File: config.mk
export PLATFORM = sky130hd
export DESIGN_NAME = stream_to_bram_capture
export DESIGN_NICKNAME = d
export VERILOG_FILES = /design/src/rtl/stream_to_bram_capture.sv
export SDC_FILE = /design/constraint.sdc
export NUM_CORES = 1
export LEC_CHECK = 0
export CORE_MARGIN = 1.5
export CORE_UTILIZATION = 41
export DETAILED_ROUTE_END_ITERATION = 10
export GPL_ROUTABILITY_DRIVEN = 0
export PLACE_DENSITY = 0.8
export SYNTH_ARGS = -nofsm -noshare
export SYNTH_HDL_FRONTEND = slang
export SYNTH_SLANG_ARGS = --single-unit
File: constraint.sdc
create_clock -name s00_axis_aclk -period 3.7 [get_ports s00_axis_aclk]
set_input_delay 0.925 -clock s00_axis_aclk [delete_from_list [all_inputs] [get_ports s00_axis_aclk]]
set_output_delay 0.925 -clock s00_axis_aclk [all_outputs]
set_load 0.02 [all_outputs]
File: src/rtl/stream_to_bram_capture.sv
`default_nettype none
// ============================================================================
//  Module   : stream_to_bram_capture
//  Purpose  : Captures an AXI-Stream sample stream into a BRAM write port.
//             Once armed, every accepted beat is written one cycle later as
//             {tlast, zero fill, tdata}. Capture stops when the buffer of
//             2^BRAM_DEPTH_BITS words is full. Any beat that arrives after
//             that point is dropped and sets a sticky overflow flag.
//  Options  : STREAM_TO_BRAM_SYNC_TLAST_EN
//             When defined, an armed capture first discards beats up to and
//             including the first tlast beat. Capture therefore starts on a
//             frame boundary.
//  Ports    : s00_axis_aclk/areset - clock, async active-high reset
//             s00_axis_t*          - stream sink (tstrb ignored)
//             arm                  - one-cycle capture start pulse
//             bram_addr/dataout/we - registered BRAM write port
//             capture_done         - buffer full
//             capture_count        - words written in this capture
//             overflow             - sticky, beat dropped after full
//  Notes    : BRAM_TDATA_WIDTH must be at least C_S00_AXIS_TDATA_WIDTH + 1.
//  Revision : 1.0 - initial release
// ============================================================================
module stream_to_bram_capture #(
   parameter int BRAM_DEPTH_BITS        = 10,
   parameter int C_S00_AXIS_TDATA_WIDTH = 48,
   parameter int BRAM_TDATA_WIDTH       = 64
) (
   input  logic                                s00_axis_aclk,
   input  logic                                s00_axis_areset,
   input  logic                                s00_axis_tvalid,
   input  logic [C_S00_AXIS_TDATA_WIDTH-1:0]   s00_axis_tdata,
   input  logic [C_S00_AXIS_TDATA_WIDTH/8-1:0] s00_axis_tstrb,
   input  logic                                s00_axis_tlast,
   output logic                                s00_axis_tready,
   input  logic                                arm,
   output logic [BRAM_DEPTH_BITS-1:0]          bram_addr,
   output logic [BRAM_TDATA_WIDTH-1:0]         bram_dataout,
   output logic                                bram_we,
   output logic                                capture_done,
   output logic [BRAM_DEPTH_BITS:0]            capture_count,
   output logic                                overflow
);

   typedef enum logic [1:0] {
      IDLE    = 2'd0,
`ifdef STREAM_TO_BRAM_SYNC_TLAST_EN
      SYNC    = 2'd1,
`endif
      CAPTURE = 2'd2,
      DONE    = 2'd3
   } state_t;

   // State entered when an arm pulse is taken.
`ifdef STREAM_TO_BRAM_SYNC_TLAST_EN
   localparam state_t c_arm_state = SYNC;
`else
   localparam state_t c_arm_state = CAPTURE;
`endif

   state_t                        r_state;
   state_t                        w_state_next;
   logic                          r_tready;
   logic                          r_we;
   logic [BRAM_DEPTH_BITS-1:0]    r_addr;
   logic [BRAM_TDATA_WIDTH-1:0]   r_dataout;
   logic [BRAM_DEPTH_BITS:0]      r_count;
   logic                          r_done;
   logic                          r_overflow;

   logic                          w_accept;
   logic                          w_write;
   logic                          w_clear;
   logic                          w_drop;
   logic                          w_last_word;
   logic [BRAM_TDATA_WIDTH-1:0]   w_word;

   // Byte strobes carry no meaning for this sink.
   logic                          w_unused_tstrb;
   assign w_unused_tstrb = ^s00_axis_tstrb;

   assign w_accept    = s00_axis_tvalid & r_tready;
   // The low address bits are all ones on the word that fills the buffer.
   assign w_last_word = &r_count[BRAM_DEPTH_BITS-1:0];

   // Place tdata in the LSBs and tlast in the MSB. All other bits are zero.
   always_comb begin
      w_word                                = '0;
      w_word[C_S00_AXIS_TDATA_WIDTH-1:0]    = s00_axis_tdata;
      w_word[BRAM_TDATA_WIDTH-1]            = s00_axis_tlast;
   end

   // ------------------------------------------------------------------------
   // FSM state register
   // ------------------------------------------------------------------------
   always_ff @(posedge s00_axis_aclk or posedge s00_axis_areset) begin
      if (s00_axis_areset) begin
         r_state <= IDLE;
      end else begin
         r_state <= w_state_next;
      end
   end

   // ------------------------------------------------------------------------
   // FSM next-state and datapath controls
   // ------------------------------------------------------------------------
   always_comb begin
      w_state_next = r_state;
      w_write      = 1'b0;
      w_clear      = 1'b0;
      w_drop       = 1'b0;
      case (r_state)
         IDLE: begin
            // A beat that coincides with arm is discarded.
            if (arm) begin
               w_clear      = 1'b1;
               w_state_next = c_arm_state;
            end
         end
`ifdef STREAM_TO_BRAM_SYNC_TLAST_EN
         SYNC: begin
            if (w_accept && s00_axis_tlast) begin
               w_state_next = CAPTURE;
            end
         end
`endif
         CAPTURE: begin
            // tlast does not end a capture. Only a full buffer does.
            if (w_accept) begin
               w_write = 1'b1;
               if (w_last_word) begin
                  w_state_next = DONE;
               end
            end
         end
         DONE: begin
            if (arm) begin
               w_clear      = 1'b1;
               w_state_next = c_arm_state;
            end else if (w_accept) begin
               w_drop = 1'b1;
            end
         end
         default: begin
            w_state_next = IDLE;
         end
      endcase
   end

   // ------------------------------------------------------------------------
   // Registered BRAM write port and status
   // ------------------------------------------------------------------------
   always_ff @(posedge s00_axis_aclk or posedge s00_axis_areset) begin
      if (s00_axis_areset) begin
         r_tready   <= 1'b0;
         r_we       <= 1'b0;
         r_addr     <= '0;
         r_dataout  <= '0;
         r_count    <= '0;
         r_done     <= 1'b0;
         r_overflow <= 1'b0;
      end else begin
         r_tready <= 1'b1;
         r_we     <= w_write;
         if (w_write) begin
            r_addr    <= r_count[BRAM_DEPTH_BITS-1:0];
            r_dataout <= w_word;
            r_count   <= r_count + 1'b1;
            if (w_last_word) begin
               r_done <= 1'b1;
            end
         end
         if (w_clear) begin
            r_count    <= '0;
            r_done     <= 1'b0;
            r_overflow <= 1'b0;
         end
         if (w_drop) begin
            r_overflow <= 1'b1;
         end
      end
   end

   assign s00_axis_tready = r_tready;
   assign bram_we         = r_we;
   assign bram_addr       = r_addr;
   assign bram_dataout    = r_dataout;
   assign capture_count   = r_count;
   assign capture_done    = r_done;
   assign overflow        = r_overflow;

endmodule
`default_nettype wire
==> run_1/wires.png <==
Drawn at 4 px/um. Only two layers are drawn.
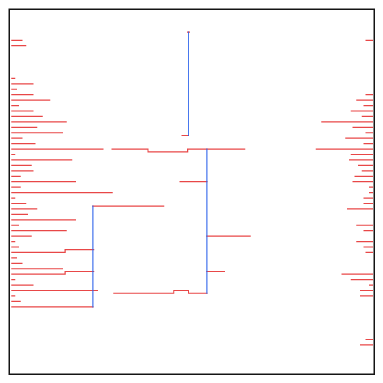
- blue: metal 4 (wire length 87.0 um)
- red: metal 3 (wire length 573 um)
via count: 2610
Total Routed Length: 7.19 mm
final routed wire length divided by cell count: 12.4 um

==> run_1/metal_density.png <==
Drawn at 4 px/um. 18 x 18 tiles, from dark blue (low) to red (high), scaled to the fullest tile. Values are wire area over tile area, all layers added.
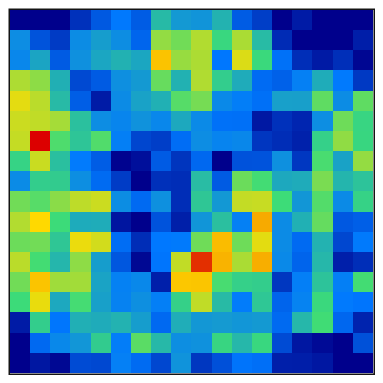
- fullest tile: 0.42
- densest ninth of the die: left middle
- tiles over half the peak: 23%
All-Layer GR Usage: 18.8%

==> run_1/placement.png <==
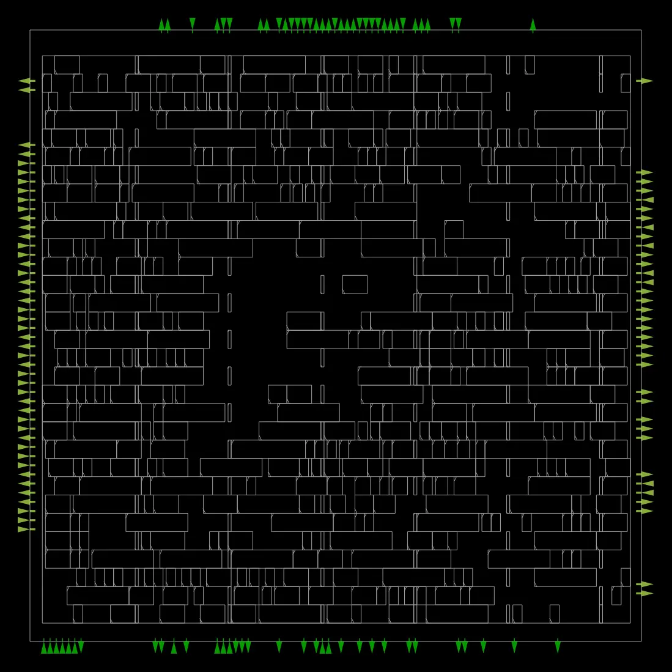
total number of placement rows: 31
core utilization of the finished layout: 64.1%

==> notes.md, run 1 <==
The implementation run finished. Number of buffers created by CTS landed at 9. After clock tree synthesis, the repair step resized 0 gates. Total negative setup slack landed at 0 ns. Setup slack on the worst reg-to-reg path comes out at 1.79 ns. Highest ir drop seen on vdd landed at 251 uV. The clock reaches the later pin of the worst-skew pair after 0.34 ns. Yosys mapped a number of flops with a built-in enable equal to 0. In this build the clock could be raised as far as ~400 MHz.

The final max-slew violation count recorded for this run is 0. Maximum root-to-sink buffer count landed at 2. Clock input transition at the sequential cells of the worst setup and hold paths landed at 0.08 ns.

In the synthesized netlist, the dominant kind of combinational cell is simple AND/OR/NAND/NOR gates. The portion of synthesized area spent on multiplexers is 0.316%. Portion of the post-synthesis area used by sequential elements landed at between 60% and 70%. First-pass GRT wire length landed at 12.5 mm. Logic depth along the worst register-to-register path is recorded as 7. OpenSTA lists the critical path endpoint as capture_count[3]. Pre-placement core utilization landed at 43.0%. The slowest stage of the critical path is the sky130_fd_sc_hd__clkdlybuf4s50_1 cell. Ratio of cells with drive above 1 in the final layout landed at 5.85%. The finished design was reported to have a net count of 537. Setup slack at placement landed at approximately 1.0 ns. The repair_antennas step left the layout with diodes totalling 0.

Entering global routing, the biggest net connects 65 pins. At the worst endpoint, the arrival time is 1.51 ns. In this run the critical path is formed by clkdlybuf4s50_1.

Mean instance size in the synthesized netlist landed at a little over 9 um^2. According to the timing report, the critical path is launched from capture_count[3]. The root buffer cell chosen for the clock tree is sky130_fd_sc_hd__clkbuf_8. For the worst min-delay path, the startpoint reported by OpenROAD is bram_dataout[29].

The worst setup path is launched from a flop. STA classifies the critical path endpoint as a primary output. Post-detailed-route via-to-cell ratio landed at 4.52. Violation count after the first detailed-route iteration landed at between 100 and 150. The timing report notes that buffer and inverter cells on the critical path total 1. The worst register-to-register path ends at capture_count[6]. Setup clock skew after layout landed at 0.00889 ns. The tightest min-delay check is of the reg -> reg type.

After clock tree synthesis, the setup repair step added 0 buffers. Core box area landed at 0.00737 mm^2. Yosys stat counts 347 cells in the synthesized netlist. DRC violation count after routing landed at 0.

The run finished with clean final reports. The biggest area contributor in the post-synthesis netlist is sky130_fd_sc_hd__dfrtp_1. After detailed routing, the met2 layer carries 3.54 mm of wire. Per the timing report, the most critical flop-to-flop path originates at r_state[0]. The worst path uses 65.8% of the clock period. Dividing total power by cell area gives a power density of 522 mW/mm^2. Pin slew with the least headroom to its limit landed at 0.688 ns.

Summing the areas of all and, or, nand and nor instances in the mapped netlist gives 28.1% of the synthesized area. Combinational gate area landed at around 0.0011 mm^2. Number of synthesized register bits landed at 76. Of the post-synthesis cell area, the dominant cell type holds 60.1%. The STA report counts the stages on the worst setup path as 1. The global routing report lists met1 layer usage as 21.9%. Number of port buffers landed at 126. Area fraction in full adders, half adders and majority gates landed at 1.58%. Total leakage power landed at 2.31 nW. TritonCTS built the clock tree. Per the run summary, max-cap violations total 0. The critical path is of the reg -> out type. The stat command in Yosys gives a chip area of around 0.0032 mm^2. Global route summary, busiest routing layer listed as met2. The global routing report lists met2 layer usage as 32.1%. Xor/xnor share of the synthesized area landed at under 10%.

The path with the worst hold slack has its endpoint at bram_dataout[29]. First-pass iteration count of the detailed router landed at 5. CTS saw 76 sinks.

Post-cts hold-fix buffer tally landed at 0. Along the worst hold path, the cell count comes to 2. The chip occupies 0.00826 mm^2. Per the final timing report, the hold violations number 0.

Number of nets with antenna violations after detailed routing landed at 0. Total setup violations reported at the end of the flow landed at 0. Sorting the synthesized cells by area gives the leading types as sky130_fd_sc_hd__dfrtp_1 (60%), sky130_fd_sc_hd__nand2_1 (22%), sky130_fd_sc_hd__buf_4 (3.6%), sky130_fd_sc_hd__xnor2_1 (1.9%), sky130_fd_sc_hd__nor2_1 (1.8%). Area taken by flip-flops and latches landed at 0.00190 mm^2. Per the layout report, the design carries 629 filler cells. Per the timing report, the biggest fanout along the worst path comes to 8. Setup repair after global routing left no endpoint under its margin.

The detailed placer reported the number of placed instances as 562. Synthesized area landed at 0.00317 mm^2. Grouping stages by cell kind, the critical path spends the most delay in buffers and inverters. The via count of the first global-routing pass is 2695. Compared with the post-synthesis result, the final layout area differs by 49.2%.

Worst-case headroom to the max-slew limit landed at between 50% and 60%. The required time at the worst endpoint is listed as between 2 and 3 ns. The clock period could shrink to 2.44 ns. On met3, the global router reports a usage of 6.99%. Remaining global-route overflow landed at 0. Overall die height landed at approximately 91 um. Tally of non-filler cells in the final layout landed at just under 600.

Final critical-path setup slack landed at approximately 1.3 ns. Post-synthesis compound-gate area fraction landed at 1.03%. Biggest cell delay along the critical path landed at about 0.67 ns.

Tool warning count landed at 34. Looking at the clock tree report, the H-tree level count equals 3. The horizontal die dimension reported for this design is between 90 and 100 um. Total length of routed met3 wires landed at 573 um. After detailed routing, the wire length on met1 is 3.00 mm. Final worst hold slack landed at around 0.48 ns. In the synthesized netlist, the number of instances is around 350. Count of unique library cells instantiated by Yosys landed at 28.

Counting the warning lines in the Yosys log gives 0. Number of antenna violations at the first check in global routing landed at 0. HPWL reported at the end of detailed placement landed at 4.99 mm. Pin placement for this block handled roughly 150 I/O pins. The highest layer touched by signal routing is met4. Post-synth the commonest register cell is sky130_fd_sc_hd__dfrtp_1. Per the synth stats, the proportion of register bits with asynchronous set or reset is 100%.
## run 1: where the power goes
group          switching (W)  internal (W)  leakage [nW]  total (W)
Sequential          0.000101      0.000945         0.956    0.00105
Combinational       0.000336      0.000304          1.23   0.000640
Clock               0.000294      0.000484         0.127   0.000778
Total               0.000730       0.00173          2.31    0.00246
## run 1: synthesized netlist by cell type, types with 2 or more instances
cell type                  count
sky130_fd_sc_hd__clkbuf_1     12
sky130_fd_sc_hd__o21ai_0       2
sky130_fd_sc_hd__nor3_1        2
sky130_fd_sc_hd__a21oi_1       2
sky130_fd_sc_hd__xnor2_1       7
sky130_fd_sc_hd__nand2_1     182
sky130_fd_sc_hd__buf_4        15
sky130_fd_sc_hd__nand4_1       3
sky130_fd_sc_hd__dfrtp_1      76
sky130_fd_sc_hd__conb_1        2
sky130_fd_sc_hd__inv_1         5
sky130_fd_sc_hd__nor4_2        3
sky130_fd_sc_hd__ha_1          4
sky130_fd_sc_hd__nor2_1       15
sky130_fd_sc_hd__nand3_1       3
sky130_fd_sc_hd__xor2_1        2
## run 1: worst min-delay path, stage by stage, from the launching register on
cell and delay (ns):
sky130_fd_sc_hd__dfrtp_1 0.34, sky130_fd_sc_hd__nand2_1 0.05, sky130_fd_sc_hd__nand2_1 0.05
## run 1: through the flow
stage	util (%)	cell area [um^2]	total power (W)
6_report	64.1	4720	0.00246
5_1_grt	64.1	4720	0.00259
4_1_cts	64.1	4720	0.00250
3_5_place_dp	60.7	4470	0.00171
3_3_place_gp	60.7	4470	0.00169
2_1_floorplan	-	3220	0.00137
## run 1: cell type report
cell class | count | area share (%)
flip-flops and latches | 76 | 40.3
repair buffers | 131 | 27.5
multi-input cells | 250 | 23.8
clock buffers | 12 | 3.28
well taps | 99 | 2.62
clock inverters | 4 | 2.01
inverters | 6 | 0.503
## run 1: placed cells by master (no fill, tap or decap), types with 2 or more instances in the layout
cell type                           n
sky130_fd_sc_hd__nor4_2             3
sky130_fd_sc_hd__nand2_1          182
sky130_fd_sc_hd__buf_4              5
sky130_fd_sc_hd__nor2_1            15
sky130_fd_sc_hd__bufinv_16          3
sky130_fd_sc_hd__nand4_1            3
sky130_fd_sc_hd__conb_1            16
sky130_fd_sc_hd__clkinv_2           2
sky130_fd_sc_hd__nor3_1             2
sky130_fd_sc_hd__nand3_1            2
sky130_fd_sc_hd__dfrtp_1           76
sky130_fd_sc_hd__a21oi_1            2
sky130_fd_sc_hd__clkbuf_8          11
sky130_fd_sc_hd__inv_1              4
sky130_fd_sc_hd__clkdlybuf4s50_1  126
sky130_fd_sc_hd__xor2_1             2
sky130_fd_sc_hd__xnor2_1            7
sky130_fd_sc_hd__o21ai_0            2
sky130_fd_sc_hd__ha_1               4
## run 1: state kept, by name, summed over array words and instances, names as in the netlist
register and count:
overflow 1, bram_addr 10, capture_done 1, bram_we 1, capture_count 11, bram_dataout 49
r_state 2, s00_axis_tready 1
## run 1: cell families (layout without fill, tap and decap cells)
logic type	after synthesis	count (layout)
buffers and inverters	35	153
adders and majority gates	4	4
DFF	76	76
AOI/OAI and AO/OA	6	6
and+or+nand+nor	214	214
xor gates and xnor gates	9	9
other	2	16
muxes	1	1
## Run 2: what changed since run 1
- CORE_UTILIZATION: 41 -> 37
- PLACE_DENSITY: 0.8 -> 0.76
- clock period: 3.7 -> 2 ns (I/O delays scaled with it)
==> run_2/io_fan.png <==
Drawn at 4 px/um.
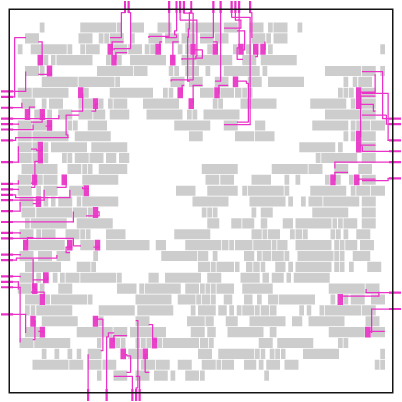
- magenta: s00_axis_tdata (bits 48; direction input; edge 22 left, 13 top, 8 right, 5 bottom; end cells 48; buffers 48; wire 814 um)
# port buffers: 126
top-level port count: 148

==> run 2 against run 1 <==
Against the previous run: worst setup slack got worse by 1.2 ns; clock power increased by 62%; via count increased by 1.8%; first-iteration DRC count decreased by 19%; hold slack got worse by 0.0011 ns; final cell count increased by 2.2%; combinational power increased by 91%; sequential cell count unchanged; global-route usage decreased by 2.2 points; total power increased by 78%; synthesized area unchanged; largest cell class unchanged; highest routed layer unchanged.
==> notes.md, run 2 <==
The implementation run finished. The finished layout holds 591 standard cells, fillers aside. For reference, the final report shows the hold violation count at 0. The DRC violation total left in the routed layout is recorded as 0. The clock passes through at most 2 buffers.

Ranking logic cells in the layout by count gives the top entries sky130_fd_sc_hd__nand2_1 (182), sky130_fd_sc_hd__clkdlybuf4s50_1 (122), sky130_fd_sc_hd__dfrtp_1 (76). Average wire per standard cell landed at about 12 um. The chip occupies 0.00912 mm^2. Antenna cell count landed at 0. The completed layout was analyzed and its total power is 0.00440 W. Total power divided by cell area landed at 923 mW/mm^2.

STA classifies the critical path endpoint as a primary output. Clock input transition at the sequential cells of the worst setup and hold paths landed at roughly 0.08 ns. Setup repair after global routing left no endpoint under its margin. The most critical min-delay path falls under reg -> reg. The synthesis report names the predominant flop master as sky130_fd_sc_hd__dfrtp_1. Of the total synthesized cell area, the portion taken by AND-OR and OR-AND cells is 1.03%.

STA lists the maximum fanout along the critical path as 5. The via count of the first global-routing pass came to around 2600. The clock H-tree reported by CTS has 3 levels.

In this run the critical path is formed by clkdlybuf4s50_1. Ratio of cells with drive above 1 in the final layout landed at 7.20%. Flip-flop count of the largest register after layout landed at 49. Total global-route track usage over all layers is 16.6%. For this design, Yosys synthesis ends with a cell count of 347. First-pass iteration count of the detailed router landed at 4. The synthesized netlist contains 28 unique library cells. Number of sinks handled by clock tree synthesis landed at 76. On the critical path, the stage with the largest delay is an instance of sky130_fd_sc_hd__clkdlybuf4s50_1.

Yosys warning tally landed at 0. The number of antenna violations at the first check in global routing is 0. Core box area landed at 0.00826 mm^2. The worst setup path is of the reg -> out kind. Number of nets with antenna violations after detailed routing landed at 0. Each instance of the synthesized netlist takes up on average 9.12 um^2.

Number of placed cells counting well taps landed at 575. For this run, the final setup violation count is recorded as 0. By count the netlist is led by sky130_fd_sc_hd__nand2_1 (182), sky130_fd_sc_hd__dfrtp_1 (76), sky130_fd_sc_hd__buf_4 (15), sky130_fd_sc_hd__nor2_1 (15), sky130_fd_sc_hd__clkbuf_1 (12). The area growth from synthesis to layout is 50.5%. The routed layout has 2657 vias. Post-synthesis mux area share landed at 0.316%. The top cell type in the final layout, fill and taps aside, is sky130_fd_sc_hd__nand2_1. The timing report gives the biggest stage delay along the critical path as 0.64 ns. The run finished with clean final reports. sky130_fd_sc_hd__nand2_1 is the most common cell in the netlist. Fraction of synthesis flops using an asynchronous set or reset pin landed at 100%.

Simple-gate portion of the synthesized area landed at 28.1%. Together, buffers and inverters on the worst path number 1. Post-route clock period utilization landed at a little over nine tenths.

Total negative setup slack landed at 0 ns. Max-cap check violation count landed at 0. Synthesized area landed at roughly 0.0032 mm^2. Arrival time at the worst endpoint landed at 1.42 ns.

Timing would allow up to 522 MHz. Looking at area per cell type in the netlist, the leader is sky130_fd_sc_hd__dfrtp_1. Xor/xnor share of the synthesized area landed at 2.49%. The tree is rooted in a sky130_fd_sc_hd__clkbuf_8. First-pass GRT wire length landed at around 12 mm. TritonCTS built the clock tree.

Violation count after the first detailed-route iteration landed at 84. Per the final report, max-transition violations number 0. Highest ir drop seen on vdd landed at 492 uV. Count of fill cells added during filler insertion landed at 752. Broken down by cell family, the worst path's largest delay share belongs to buffers and inverters. Maximum number of pins on one net before global-route repair landed at about 51. At the worst endpoint, the required time is about 1.5 ns. Setup clock skew after layout landed at 0.00990 ns.

The script extracted a total leakage power of 2.35 nW. Synthesis produced a netlist whose cell count is between 300 and 400. The main area contributors are sky130_fd_sc_hd__dfrtp_1 (60%), sky130_fd_sc_hd__nand2_1 (22%), sky130_fd_sc_hd__buf_4 (3.6%), sky130_fd_sc_hd__xnor2_1 (1.9%), sky130_fd_sc_hd__nor2_1 (1.8%). Number of nets in the layout landed at 544. The worst setup path is launched from a flop. The synthesized design contains 0 enable-type register cells.

The synthesis stat section lists a flop and latch total of about 76. Fraction of synthesized cell area taken by the top area cell type landed at 60.1%. Area fraction in full adders, half adders and majority gates landed at 1.58%. Final routed wirelength across all metal layers landed at 7.29 mm. For this design, the CTS-stage hold fixing added 0 buffers. The die is 95.5 um tall. Clock tree synthesis inserted a total of 9 buffers. Detailed placement finished with a half-perimeter wire length of 5.39 mm. Tool warning count landed at 34. After synthesis, flip-flops and latches occupy 60.1% of the total area.

Insertion delay at the late pin of the worst-skew pair landed at 0.34 ns. The horizontal die dimension reported for this design is 95.5 um. Number of standard-cell rows in the floorplan landed at 33. After synthesis, the largest family of logic cells by area is simple AND/OR/NAND/NOR gates. Post-synthesis, Yosys gives the total cell area as 0.00317 mm^2. Per the GRT congestion report, total overflow comes to 0. The clock period could shrink to 1.92 ns. Pre-placement core utilization landed at 38.3%.

The script logs the ratio of routed vias to standard cells as 4.50.
[run 2: cell families (layout without fill, tap and decap cells)]
kind of cell / after synthesis / count (layout)
AND-OR/OR-AND: 6 / 6
XOR/XNOR: 9 / 9
adder cells (fa/ha/maj): 4 / 4
buffers and inverters: 35 / 160
flip-flops: 76 / 76
multiplexers: 1 / 1
other: 2 / 16
AND/OR/NAND/NOR: 214 / 214
[run 2: layer usage]
metal	wire [um]	up-vias	GRT usage, %
met1	2990	1248	20.0
met2	3650	95	28.1
met3	560	8	5.42
met4	90	0	5.51
met5	0	-	0
li1	-	1306	-
[run 2: what timing repair did]
item | 4_1_cts | 5_1_grt
buffers inserted | 0 | 0
setup endpoints to repair | 3 | 1
resized | 3 | 1
[run 2: worst paths after layout]
| kind | start | to | slack (ns) | cells after the start |
|---|---|---|---|---|
| worst max register to register | r_state[0] | capture_count[10] | 0.38 | 6 |
| worst min register to register | bram_addr[9] | bram_addr[9] | 0.47 | 2 |
| min in group asynchronous | s00_axis_areset | bram_dataout[15] | 0.60 | 3 |
| worst min-delay path | bram_addr[9] | bram_addr[9] | 0.47 | 2 |
| max in group asynchronous | s00_axis_areset | r_state[1] | 1.11 | 3 |
| worst max-delay path | s00_axis_tready | s00_axis_tready | 0.08 | 1 |
[run 2: metrics by stage]
| step | hold slack, ns | instance area, um^2 | utilization, % | setup WS (ns) |
|---|---|---|---|---|
| after floorplan | 0.523 | 3220 | - | 0.491 |
| after global placement | 0.457 | 4550 | 55.1 | 0.0284 |
| after detailed placement | 0.461 | 4550 | 55.1 | -0.00516 |
| after CTS | 0.480 | 4760 | 57.7 | 0.00208 |
| after global routing | 0.499 | 4760 | 57.7 | 0.0198 |
| final | 0.475 | 4760 | 57.7 | 0.0844 |
[run 2: area by class of cell]
type                    count  area [um^2]  area share, %
clock inverters             6         88.8           1.86
flip-flops and latches     76         1900           39.9
multi-input cells         250         1120           23.6
clock buffers              10          128           2.68
repair buffers            138         1360           28.6
well taps                 105          131           2.76
inverters                   6         26.3          0.552
[run 2: where the power goes]
part	switching [W]	leakage [nW]	internal (W)
logic	0.000643	1.30	0.000574
registers	0.000172	0.956	0.00175
clock network	0.000555	0.102	0.000703
total	0.00137	2.35	0.00303
## Run 3: what changed since run 2
- CORE_UTILIZATION: 37 -> 56
- DONT_BUFFER_PORTS: unset -> 1
- PLACE_DENSITY: 0.76 -> 0.74
==> run_3/metal_density.png <==
Drawn at 4 px/um. 16 x 16 tiles, from dark blue (low) to red (high), scaled to the fullest tile. Values are wire area over tile area, all layers added.
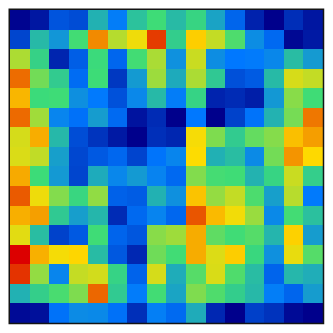
- nearly empty tiles: 3.1%
- emptiest ninth of the die: top right
- tiles over half the peak: 38%
- fullest tile: 0.38
- mean over tiles: 0.16
All-Layer GR Usage: 20.3%
final routed wire length divided by cell count: 13.8 um
Total Routed Length: 5.94 mm
via count: 2168

==> run 3 against run 2 <==
Against the previous run: via count fell by 18%; sequential share of layout area rose by 16 points; combinational power fell by 64%; global-route usage rose by 3.6 points; first-iteration DRC count rose by 19%; clock power fell by about 10%; final cell count fell by 27%; register-to-register slack got worse by 0.12 ns; final area fell by 28%; count of clock-buffer cells in the layout did not move; clock skew fell by 0.0019 ns.
==> notes.md, run 3 <==
The implementation run finished. The worst setup path is captured at a flop. Per the summary, power density relative to cell area is 1090 mW/mm^2. Minimum clock period landed at 1.74 ns. The register with the most flip-flops in the layout has 49 of them.

Number of antenna violations at the first check in global routing landed at 0. Hold analysis shows the worst path with a depth of 1. For this design, Yosys synthesis ends with a cell count of 347. TritonCTS built the clock tree.

After synthesis, the cell types taking the most area are sky130_fd_sc_hd__dfrtp_1 (60%), sky130_fd_sc_hd__nand2_1 (22%), sky130_fd_sc_hd__buf_4 (3.6%), sky130_fd_sc_hd__xnor2_1 (1.9%), sky130_fd_sc_hd__nor2_1 (1.8%). Area overhead of the layout relative to synthesis landed at 8.38%. The global routing stage identified its most utilized layer as met2. Post-detailed-route via-to-cell ratio landed at slightly above 5.

In the layout the commonest cells are sky130_fd_sc_hd__nand2_1 (182), sky130_fd_sc_hd__dfrtp_1 (76), sky130_fd_sc_hd__conb_1 (16). The synthesized design spends more area on one cell type than any other, namely sky130_fd_sc_hd__dfrtp_1. Remaining global-route overflow landed at 0. Arrival time at the worst endpoint landed at ~2.0 ns. Once iteration 0 of detailed routing completed, the report listed about 100 DRC markers. Setup clock skew after layout landed at 0.00797 ns.

The setup path with the least slack is of type reg -> reg. The final max-slew violation count recorded for this run is 0. Entering global routing, the biggest net connects around 48 pins.

Timing would allow up to 574 MHz. Number of nets with antenna violations after detailed routing landed at 0. For this run, the number of standard cells in the final layout without fillers is about 430. Synthesized area landed at 0.00317 mm^2. Across all stage logs, warnings added up to 34. The flow ran to the end, and the final reports show no timing, DRC or antenna violations. Antenna cell count landed at 0. In this run the count of I/O pins placed on the die edge is 148. The leakage power in the latest report is 1.84 nW. The most common logic cell in the final layout is sky130_fd_sc_hd__nand2_1. Number of sinks handled by clock tree synthesis landed at 76. Global routing used 23.9% of the available met1 tracks. Number of nets in the layout landed at approximately 420. Number of buffers created by CTS landed at 9. Maximum root-to-sink buffer count landed at 2.

HPWL reported at the end of detailed placement landed at around 4.3 mm. In this run, synthesis inferred 0 flip-flops with an integrated enable. Worst-case reg-to-reg path depth landed at 7.

Looking at the reg2reg group, the worst path starts from r_state[0]. Count of unique library cells instantiated by Yosys landed at 28. The worst setup path is launched from a flop. For this run, the final setup violation count is recorded as 0. Among all flip-flop cells after synthesis, the most frequent one is sky130_fd_sc_hd__dfrtp_1.

Clock-pin slew was measured on the worst setup and hold paths at approximately 0.07 ns. The stat command in Yosys gives a chip area of 0.00317 mm^2. Number of placed cells counting well taps landed at a little over 400. Full die area landed at 0.00611 mm^2. Max-cap check violation count landed at 0. For the worst min-delay path, the startpoint reported by OpenROAD is arm. Cells with a size suffix above 1 make up 9.22% of the layout. A synthesized cell averages 9.12 um^2. In the hold report, the worst path ends at overflow. Fraction of synthesized cell area taken by the top area cell type landed at about 60%.

The tree is rooted in a sky130_fd_sc_hd__clkbuf_8. sky130_fd_sc_hd__nand2_1 is the most common cell in the netlist. The synthesized instance count is 347. STA reports the tightest min-delay check as being of type in -> reg.

The count of buffers added on input and output ports is 0. As reported, the later end of the worst-skew pair has a clock insertion delay of 0.33 ns. The worst-case reg-to-reg setup slack stands at 0.26 ns. For this run, design rule violations remaining after detail routing come to 0. After layout, the worst path uses 87.1% of the clock period. The region available for standard cell placement spans 0.00547 mm^2. First-pass GRT wire length landed at 9.56 mm. In this run the critical register-to-register path is captured at capture_count[0]. Via count of the first global-routing pass landed at 2139. Endpoints failing hold in the final report were tallied at 0. The report shows a maximum critical-path fanout of 28. The initialized floorplan defines 27 standard-cell rows.

Sorting the synthesized cells by how often they occur yields sky130_fd_sc_hd__nand2_1 (182), sky130_fd_sc_hd__dfrtp_1 (76), sky130_fd_sc_hd__buf_4 (15), sky130_fd_sc_hd__nor2_1 (15), sky130_fd_sc_hd__clkbuf_1 (12). Total negative setup slack landed at 0 ns. In the global route stage, met3 resource usage came out at about 6.6%. Met2 global-route usage landed at 33.8%. Measured along the y axis, the die boundary spans slightly below 80 um.

Highest ir drop seen on vdd landed at approximately 520 uV. After synthesis, flip-flops and latches occupy 60.1% of the total area. First-pass iteration count of the detailed router landed at 4.

Setup repair after global routing left no endpoint under its margin. After clock tree synthesis, the setup repair step added 0 buffers. In this run the number of H-tree levels came out at 3. Yosys warning tally landed at 0.

Pre-placement core utilization landed at 57.8%. Number of synthesized register bits landed at 76. Chip width landed at between 70 and 80 um. Data required time at the worst endpoint landed at approximately 2.2 ns. Fraction of synthesis flops using an asynchronous set or reset pin landed at 100%.
## run 3: cell counts after synthesis
Identical to the previous run, type by type.
## run 3: worst max path at each step
stage / depth (start not counted) / slack [ns] / start / end
2_1_floorplan: 7 / 0.49 / r_state[0] / capture_count[10]
3_3_place_gp: 7 / 0.30 / r_state[0] / capture_count[0]
3_5_place_dp: 7 / 0.24 / r_state[0] / capture_count[0]
4_1_cts: 7 / 0.23 / r_state[0] / capture_count[0]
5_1_grt: 7 / 0.11 / r_state[0] / capture_count[0]
6_report: 7 / 0.26 / r_state[0] / capture_count[0]
## run 3: timing repair
action                    4_1_cts  5_1_grt
hold buffers                    1        0
gates resized                   0        0
hold endpoints to repair        6        0
## run 3: kinds of logic (layout without fill, tap and decap cells)
group | count (synthesis) | in the layout | synth area share [%]
buffers and inverters | 35 | 32 | 6.21
DFF | 76 | 76 | 60.1
xor gates and xnor gates | 9 | 9 | 2.49
AOI/OAI and AO/OA | 6 | 6 | 1.03
adders and majority gates | 4 | 4 | 1.58
other | 2 | 16 | 0.237
muxes | 1 | 1 | 0.316
and+or+nand+nor | 214 | 214 | 28.1
## run 3: power breakdown
group / internal [W] / switching, W / leakage (nW) / total (W)
combinational: 0.000155 / 0.000290 / 0.783 / 0.000445
sequential: 0.00175 / 0.000455 / 0.956 / 0.00220
clock: 0.000597 / 0.000512 / 0.0979 / 0.00111
total: 0.00250 / 0.00126 / 1.84 / 0.00376
## run 3: worst max-delay path: stages, from the launching register on
cell and delay, ns:
sky130_fd_sc_hd__dfrtp_1 0.41, sky130_fd_sc_hd__inv_1 0.07, sky130_fd_sc_hd__ha_1 0.20, sky130_fd_sc_hd__nand3_2 0.25, sky130_fd_sc_hd__inv_2 0.18, sky130_fd_sc_hd__buf_4 0.29
sky130_fd_sc_hd__xnor2_1 0.16, sky130_fd_sc_hd__nor2_1 0.05
## run 3: final cells by class
type                            count  area, um^2
Fill cell                         484        2040
Sequential cell                    76        1900
Multi-Input combinational cell    250        1120
Clock buffer                       10         138
Timing Repair Buffer               11        97.6
Tap cell                           72        90.1
Clock inverter                      5        52.6
Inverter                            6        26.3
## run 3: per-layer routing
layer	part of all wire, %	vias to the layer above
li1	-	1049
met1	42	1013
met2	48	96
met3	8.7	10
met4	1.6	0
met5	0	-
## run 3: per-stage QoR
step           power, W  hold WS [ns]  worst slack (ns)  utilization [%]  cell area (um^2)
2_1_floorplan   0.00254         0.523             0.491                -              3220
3_3_place_gp    0.00265         0.299             0.303             59.0              3230
3_5_place_dp    0.00268         0.299             0.237             59.0              3230
4_1_cts         0.00379         0.232             0.227             62.7              3430
5_1_grt         0.00394         0.250             0.110             62.7              3430
6_report        0.00376         0.250             0.258             62.7              3430
No activity file was given, so power comes from the tool's default toggle rates.
